### src/rtl/video_timing_counter.sv
// Pixel/line counter pair for video timing generation, with constant
// compare strobes decoded from the count registers, a wrap pulse and a sticky overflow flag.
module video_timing_counter #(
  parameter int PCNT_W = 8,
  parameter int CNT_W  = 10
) (
  input  logic              clk,
  input  logic              rst,
  input  logic              en,
  input  logic              pclr,
  input  logic              cclr,
  input  logic              pc,
  output logic [PCNT_W-1:0] pcnt,
  output logic [CNT_W-1:0]  cnt,
  output logic [4:0]        pcnt_hit,
  output logic [12:0]       cnt_hit,
  output logic              pwrap,
  output logic              ovf
);

  // Element 0 is the LSB strobe.
  localparam logic [4:0][31:0] PIX_CMP = {
    32'd241, 32'd27, 32'd17, 32'd12, 32'd6
  };
  localparam logic [12:0][31:0] LIN_CMP = {
    32'd591, 32'd567, 32'd511, 32'd509, 32'd284, 32'd283, 32'd272,
    32'd261, 32'd45,  32'd44,  32'd21,  32'd13,  32'd10
  };

  logic [PCNT_W-1:0] pcnt_q, pcnt_d;
  logic [CNT_W-1:0]  cnt_q, cnt_d;
  logic              pwrap_q, pwrap_d;
  logic              ovf_q, ovf_d;
  logic              pix_full, lin_full, advance, lin_wrap;

  assign pix_full = &pcnt_q;
  assign lin_full = &cnt_q;
  // pc alone advances the line; a same-edge pixel wrap adds nothing extra.
  assign advance  = en & (pc | (pix_full & ~pclr));
  assign lin_wrap = ~cclr & advance & lin_full;

  always_comb begin
    pcnt_d = pcnt_q;
    if (pclr)    pcnt_d = '0;
    else if (en) pcnt_d = pcnt_q + 1'b1;

    cnt_d = cnt_q;
    if (cclr)         cnt_d = '0;
    else if (advance) cnt_d = cnt_q + 1'b1;

    pwrap_d = ~pclr & en & pix_full;
    ovf_d   = cclr ? 1'b0 : (ovf_q | lin_wrap);
  end

  always_ff @(posedge clk) begin
    if (rst) begin
      pcnt_q  <= '0;
      cnt_q   <= '0;
      pwrap_q <= 1'b0;
      ovf_q   <= 1'b0;
    end else begin
      pcnt_q  <= pcnt_d;
      cnt_q   <= cnt_d;
      pwrap_q <= pwrap_d;
      ovf_q   <= ovf_d;
    end
  end

  assign pcnt  = pcnt_q;
  assign cnt   = cnt_q;
  assign pwrap = pwrap_q;
  assign ovf   = ovf_q;

  // Compare values too wide for the counter tie their strobe low.
  for (genvar i = 0; i < 5; i++) begin : g_pix_hit
    if ((PIX_CMP[i] >> PCNT_W) == 32'd0) begin : g_on
      assign pcnt_hit[i] = (pcnt_q == PIX_CMP[i][PCNT_W-1:0]);
    end else begin : g_off
      assign pcnt_hit[i] = 1'b0;
    end
  end

  for (genvar i = 0; i < 13; i++) begin : g_lin_hit
    if ((LIN_CMP[i] >> CNT_W) == 32'd0) begin : g_on
      assign cnt_hit[i] = (cnt_q == LIN_CMP[i][CNT_W-1:0]);
    end else begin : g_off
      assign cnt_hit[i] = 1'b0;
    end
  end

endmodule
### config.mk
export PLATFORM = sky130hd
export DESIGN_NAME = video_timing_counter
export DESIGN_NICKNAME = d
export VERILOG_FILES = /design/src/rtl/video_timing_counter.sv
export SDC_FILE = /design/constraint.sdc
export NUM_CORES = 1
export LEC_CHECK = 0
export CAP_MARGIN = 20
export CORE_MARGIN = 2
export CORE_UTILIZATION = 47
export DETAILED_ROUTE_END_ITERATION = 16
export PLACE_DENSITY = 0.94
export SYNTH_ARGS = -nofsm -noshare
export SYNTH_HDL_FRONTEND = slang
export SYNTH_SLANG_ARGS = --single-unit
### constraint.sdc
create_clock -name clk -period 3.6 [get_ports clk]
set_input_delay 0.54 -clock clk [delete_from_list [all_inputs] [get_ports clk]]
set_output_delay 0.54 -clock clk [all_outputs]
set_load 0.05 [all_outputs]
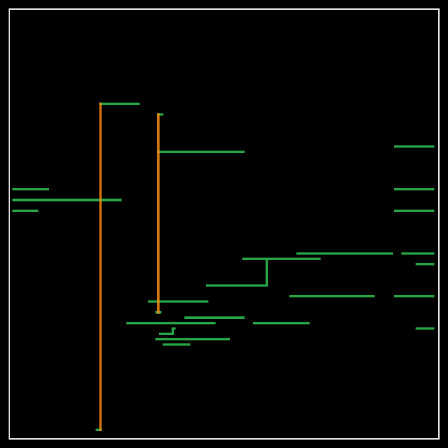
run_1/wires.png
Only two layers are drawn.
layer	colour	wire length
metal 3	green	155 um
metal 4	orange	66.6 um

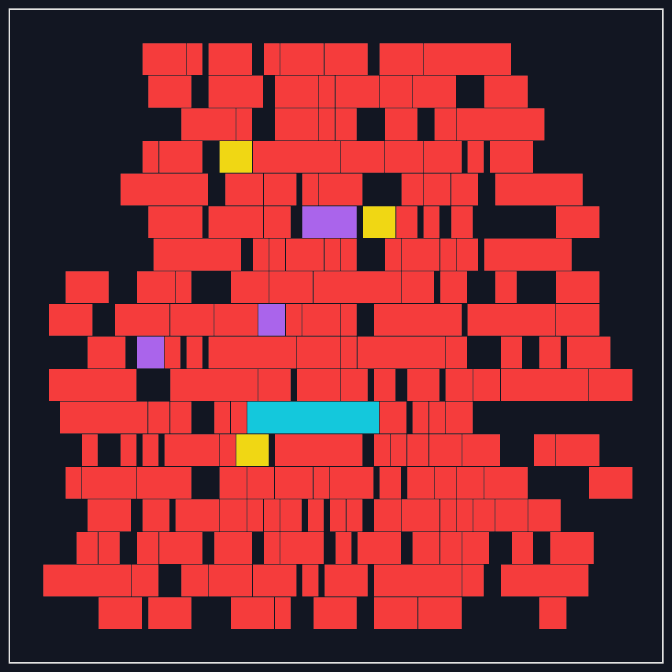
run_1/sizes.png
size	colour	cells
_6 and larger	cyan	1
_3 and _4 cells	yellow	3
_2 cells	purple	3
_0 and _1 cells	red	186
buffer count excluding the clock tree in the final layout: 43
area added between synthesis and finish: 40.52%
post-route cell area: 1679 um^2

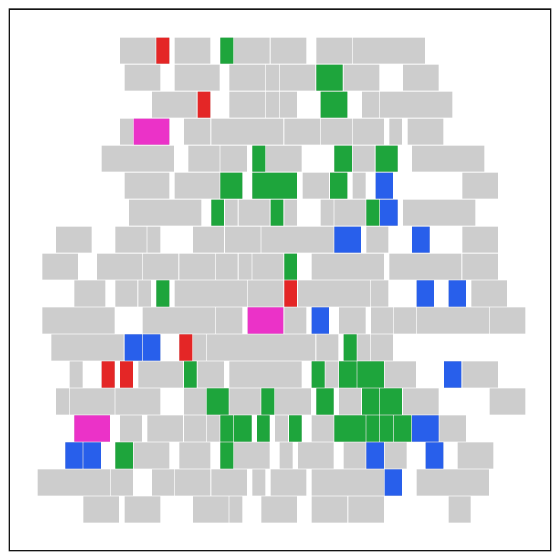
run_1/logic_types.png
family	colour	cells
inv cells	red	6
aoi and oai cells	blue	16
nand cells	green	34
mux cells	magenta	3

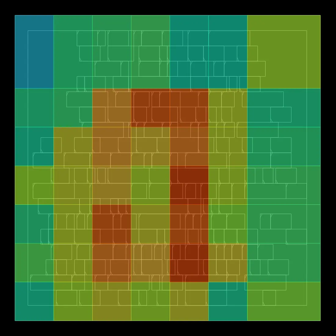
run_1/congestion.png
overall routing resource usage: 0.2324
global-route met1 utilization: 0.2891
met3 routing resource usage after global routing: 0.03552
final core occ: 0.6903

==> impl_metrics.yaml, run 1 <==
# physical design summary
status:
  outcome: "complete, no violations"
power:
  power.net_switching_mw: 0.09458
  max-vdd-ir-drop_v: 0.0002830
  power.switching_fraction: 0.2138
  totalPowerFinal_mw: 0.4425
  seq_power_share: 0.508
  clock_power_mw: 0.187
  pwr.group.combinational_mw: 0.0306
cts:
  tritoncts: "built"
  cts_setup_buffers: 0
  ctsRootBufferMaster: "sky130_fd_sc_hd__clkbuf_4"
  post_cts_resize_count: 0
  worst_setup_hold_path_clk_slew_ps: 110
logic_synthesis:
  synth_cell_types: 33
  simple_gate_area_share: 0.3707
  postSynthSeqShare: 0.3351
  post_synth_mux_area_share: 0.02513
  synth_top_flop_cell: "sky130_fd_sc_hd__dfxtp_1"
  yosys.area.top_type: "sky130_fd_sc_hd__dfxtp_1"
  ys_area_um2: 1195
  most_common_cell: "sky130_fd_sc_hd__nor2_1"
  adder_share: 0.08377
  xor_share: 0.05131
  top_cell_area_share: 0.3351
placed_design:
  dpl_worst_slack_ps: 841.8
  buffer_ports.inserted: 43
  post-dp-hpwl_um: 2338
cells_and_area:
  design.final.nets: 208
  finish.cell_count_without_fillers: 223
  logic_gate_count: 120
  largest_cell_class: "logic gates"
  diodes: 0
  largest_register_ff_count: 10
final_timing:
  setup_violations: 0
  post-route-period-util: 0.8858
  unrepaired_setup_endpoints_after_global_routing: "false"
  clock_tree_skew_after_final_layout_ps: 8.029
  final_critical_path_setup_slack_ps: 411.1
  finalHoldWorstSlack_ps: 491.2
  timing.final.max_slew_violations: 0
  relSlewSlack: 0.5865
  timing.fmax_mhz: 313.6
detailed_routing:
  uppermost_routed_layer: "met4"
  detailroute.wirelength.met3_um: 155
  routed_wire_length_per_instance_um: 13.87
  initial_drt_pass_iterations: 4
floorplanning:
  die-width_um: 54.42
  floorplan.die.height_um: 54.42
  die_area_um2: 2962
  fp_util: 0.4913
  num_tap_cells: 30
global_route:
  grt_use_met2: 0.3835
critical_path:
  worstPathArrival_ps: 2650
  critical_path_cell_count: 4
  worstPathBufferInverterCount: 1
  worst_path_dominant_cell_family: "simple AND/OR/NAND/NOR gates"
  cp_data_required_time_ps: 3060
  cp_slowest_cell: "sky130_fd_sc_hd__clkdlybuf4s50_1"
  worst-setup-path-type: "reg2out"
  critPathCaptureType: "output port"
  timing.critical_path.to: "cnt_hit[6]"
hold_path:
  whs_path_depth: 1
  startpoint_of_the_tightest_hold_check_path: "ovf"
  holdPathEnd: "ovf"
flow_run:
  tool_warnings: 32
==> run 1 -> run 2 <==
SLEW_MARGIN = 40   (was not set)
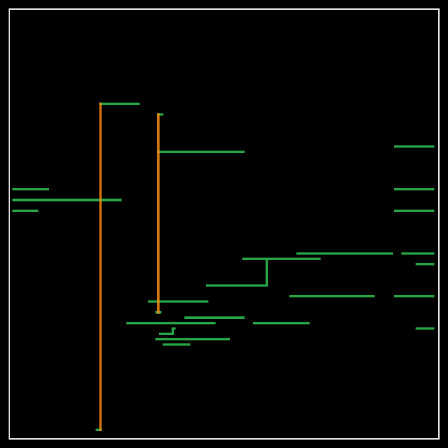
run_2/wires.png
Only two layers are drawn.
layer	colour	wire length
metal 3	green	155 um
metal 4	orange	66.6 um
sum of routed wire length over all layers: 3092 um
routed len/inst: 13.87 um
detailed-route via count: 1253

==> run 2 against run 1 <==
Setup slack is the same. Flip-flop count is the same. Hold slack is the same. Highest routed layer unchanged. Register-to-register slack is essentially flat. Clock power is essentially flat. Clock skew is the same. Sequential share of layout area is the same.
==> impl_metrics.yaml, run 2 <==
# physical design summary
placed_design:
  dpl_worst_slack_ps: 841.8
  place.gp.congestion: 0.8196
  buffer_ports.inserted: 43
  post-dp-hpwl_um: 2338
final_timing:
  final_critical_path_setup_slack_ps: 411.1
  finalHoldWorstSlack_ps: 491.2
  timing.fmax_mhz: 313.6
  timing.final.max_slew_violations: 0
  setup_violations: 0
  relSlewSlack: 0.5865
  post-route-period-util: 0.8858
  unrepaired_setup_endpoints_after_global_routing: "false"
cts:
  tritoncts: "built"
  worst_setup_hold_path_clk_slew_ps: 110
  post_cts_resize_count: 0
  cts_setup_buffers: 0
  ctsRootBufferMaster: "sky130_fd_sc_hd__clkbuf_4"
hold_path:
  holdPathEnd: "ovf"
  whs_path_depth: 1
  startpoint_of_the_tightest_hold_check_path: "ovf"
logic_synthesis:
  xor_share: 0.05131
  top_cell_area_share: 0.3351
  synth_top_flop_cell: "sky130_fd_sc_hd__dfxtp_1"
  post_synth_mux_area_share: 0.02513
  simple_gate_area_share: 0.3707
  adder_share: 0.08377
  postSynthSeqShare: 0.3351
  most_common_cell: "sky130_fd_sc_hd__nor2_1"
  ys_area_um2: 1195
  yosys.area.top_type: "sky130_fd_sc_hd__dfxtp_1"
  ys.flops: 20
  synth_cell_types: 33
  asyncSetResetFlopFracSynth: 0
critical_path:
  worst-setup-path-type: "reg2out"
  worst_path_dominant_cell_family: "simple AND/OR/NAND/NOR gates"
  worstPathBufferInverterCount: 1
  critical_path_max_stage_delay_ps: 850
  critical_path_cell_count: 4
  critPathCaptureType: "output port"
  worstPathArrival_ps: 2650
  timing.critical_path.to: "cnt_hit[6]"
  cp_slowest_cell: "sky130_fd_sc_hd__clkdlybuf4s50_1"
  cp_data_required_time_ps: 3060
  r2r-start: "pcnt[0]"
global_route:
  grt_use_met3: 0.03552
  groute.usage.overall: 0.2324
  grt_remaining_overflow: 0
  number_of_global_route_vias_before_repair: 1086
  global_route.usage.met1: 0.2891
  grt_use_met2: 0.3835
cells_and_area:
  final_area_um2: 1679
  largest_register_ff_count: 10
  layout.buffer.nonclock.area_share: 0.2563
  logic_gate_count: 120
  diodes: 0
  postLayoutCoreUtil: 0.6903
  buffers: 43
  largest_cell_class: "logic gates"
  finish.cell_count_without_fillers: 223
  area.share.sequential: 0.2385
  areaGrowthSynthToFinish_pct: 40.52
  final-seq-area_um2: 400.4
  design.final.nets: 208
  clock_buffer_count: 3
status:
  outcome: "complete, no violations"
power:
  max-vdd-ir-drop_v: 0.0002830
  totalPowerFinal_mw: 0.4425
  power.switching_fraction: 0.2138
  seq_power_share: 0.508
  power.net_switching_mw: 0.09458
  clock_power_mw: 0.187
  pwr.group.combinational_mw: 0.0306
floorplanning:
  num_tap_cells: 30
  die-width_um: 54.42
  floorplan.die.height_um: 54.42
  die_area_um2: 2962
  fp_util: 0.4913
detailed_routing:
  uppermost_routed_layer: "met4"
  initial_drt_pass_iterations: 4
  detail_route.drc_violations: 0
  detailroute.wirelength.met3_um: 155
flow_run:
  tool_warnings: 32
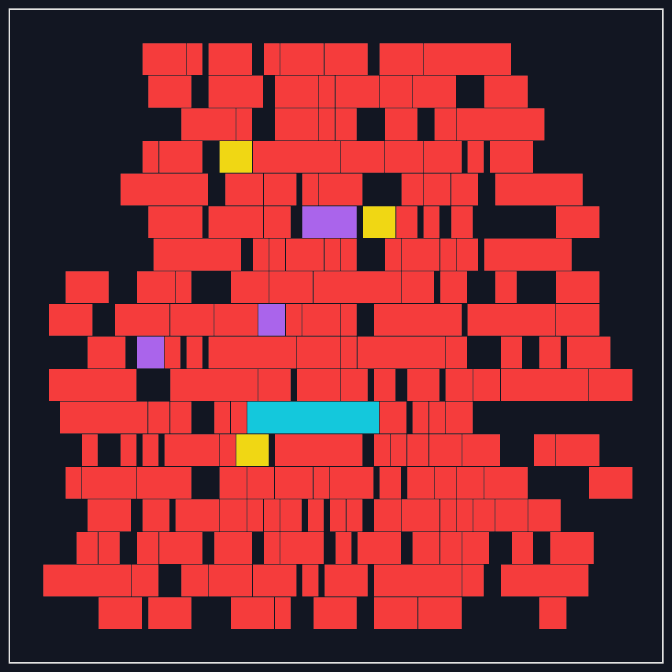
run_2/sizes.png
size	colour	cells
_0 and _1 cells	red	186
_3 and _4 cells	yellow	3
_6 and larger	cyan	1
_2 cells	purple	3

==> run 2 -> run 3 <==
clock period = 4.1 ns   (was 3.6 ns; I/O delays follow)
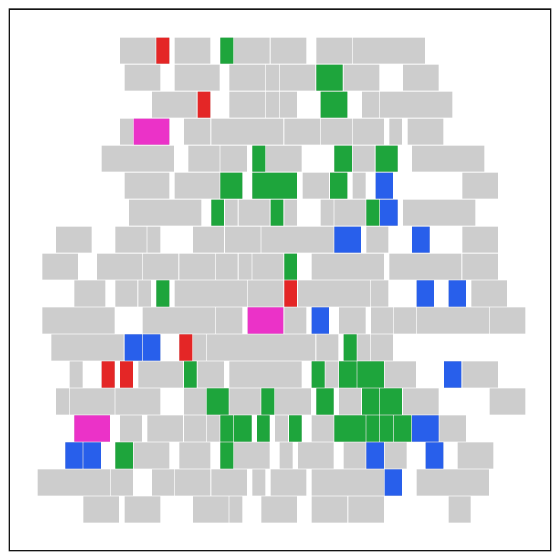
run_3/logic_types.png
family	colour	cells
mux cells	magenta	3
nand cells	green	34
aoi and oai cells	blue	16
inv cells	red	6

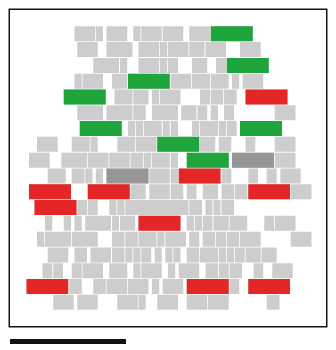
run_3/flops_by_reg.png
The bar under the picture is 20 um long. Other sequential cells in the stronger grey, the rest of the logic in the fainter grey.
signal	colour	placed flops
`cnt`	red	10
`pcnt`	green	8
not coloured	2

==> run 3 against run 2 <==
Wire length stayed put. Cell count stayed put. Hold slack stayed put. Critical endpoint unchanged.
==> impl_metrics.yaml, run 3 <==
# physical design summary
cells_and_area:
  layout.buffer.nonclock.area_share: 0.2563
  logic_gate_count: 120
  clock_buffer_count: 3
  areaGrowthSynthToFinish_pct: 40.52
  largest_cell_class: "logic gates"
  finish.cell_count_without_fillers: 223
placed_design:
  post-dp-hpwl_um: 2338
logic_synthesis:
  postSynthSeqShare: 0.3351
  ys_area_um2: 1195
  simple_gate_area_share: 0.3707
  synth_top_flop_cell: "sky130_fd_sc_hd__dfxtp_1"
  top_cell_area_share: 0.3351
  ys.flops: 20
floorplanning:
  fp_util: 0.4913
  floorplan.die.height_um: 54.42
  die_area_um2: 2962
cts:
  worst_setup_hold_path_clk_slew_ps: 110
final_timing:
  timing.final.max_slew_violations: 0
  finalHoldWorstSlack_ps: 491.2
  setup_violations: 0
  post-route-period-util: 0.7961
  unrepaired_setup_endpoints_after_global_routing: "false"
critical_path:
  critPathCaptureType: "output port"
  worstPathArrival_ps: 2650
  timing.critical_path.to: "cnt_hit[6]"
  critical_path_cell_count: 4
  cp_data_required_time_ps: 3480
  worst-setup-path-type: "reg2out"
  worst_path_dominant_cell_family: "simple AND/OR/NAND/NOR gates"
detailed_routing:
  route.vias.total: 1253
status:
  outcome: "complete, no violations"
global_route:
  groute.usage.overall: 0.2324
  number_of_global_route_vias_before_repair: 1086
power:
  clock_power_mw: 0.164
  power.switching_fraction: 0.2138
  pwr.group.combinational_mw: 0.0269
  totalPowerFinal_mw: 0.3885
hold_path:
  whs_path_depth: 1
Power and IR drop assume default switching activity.
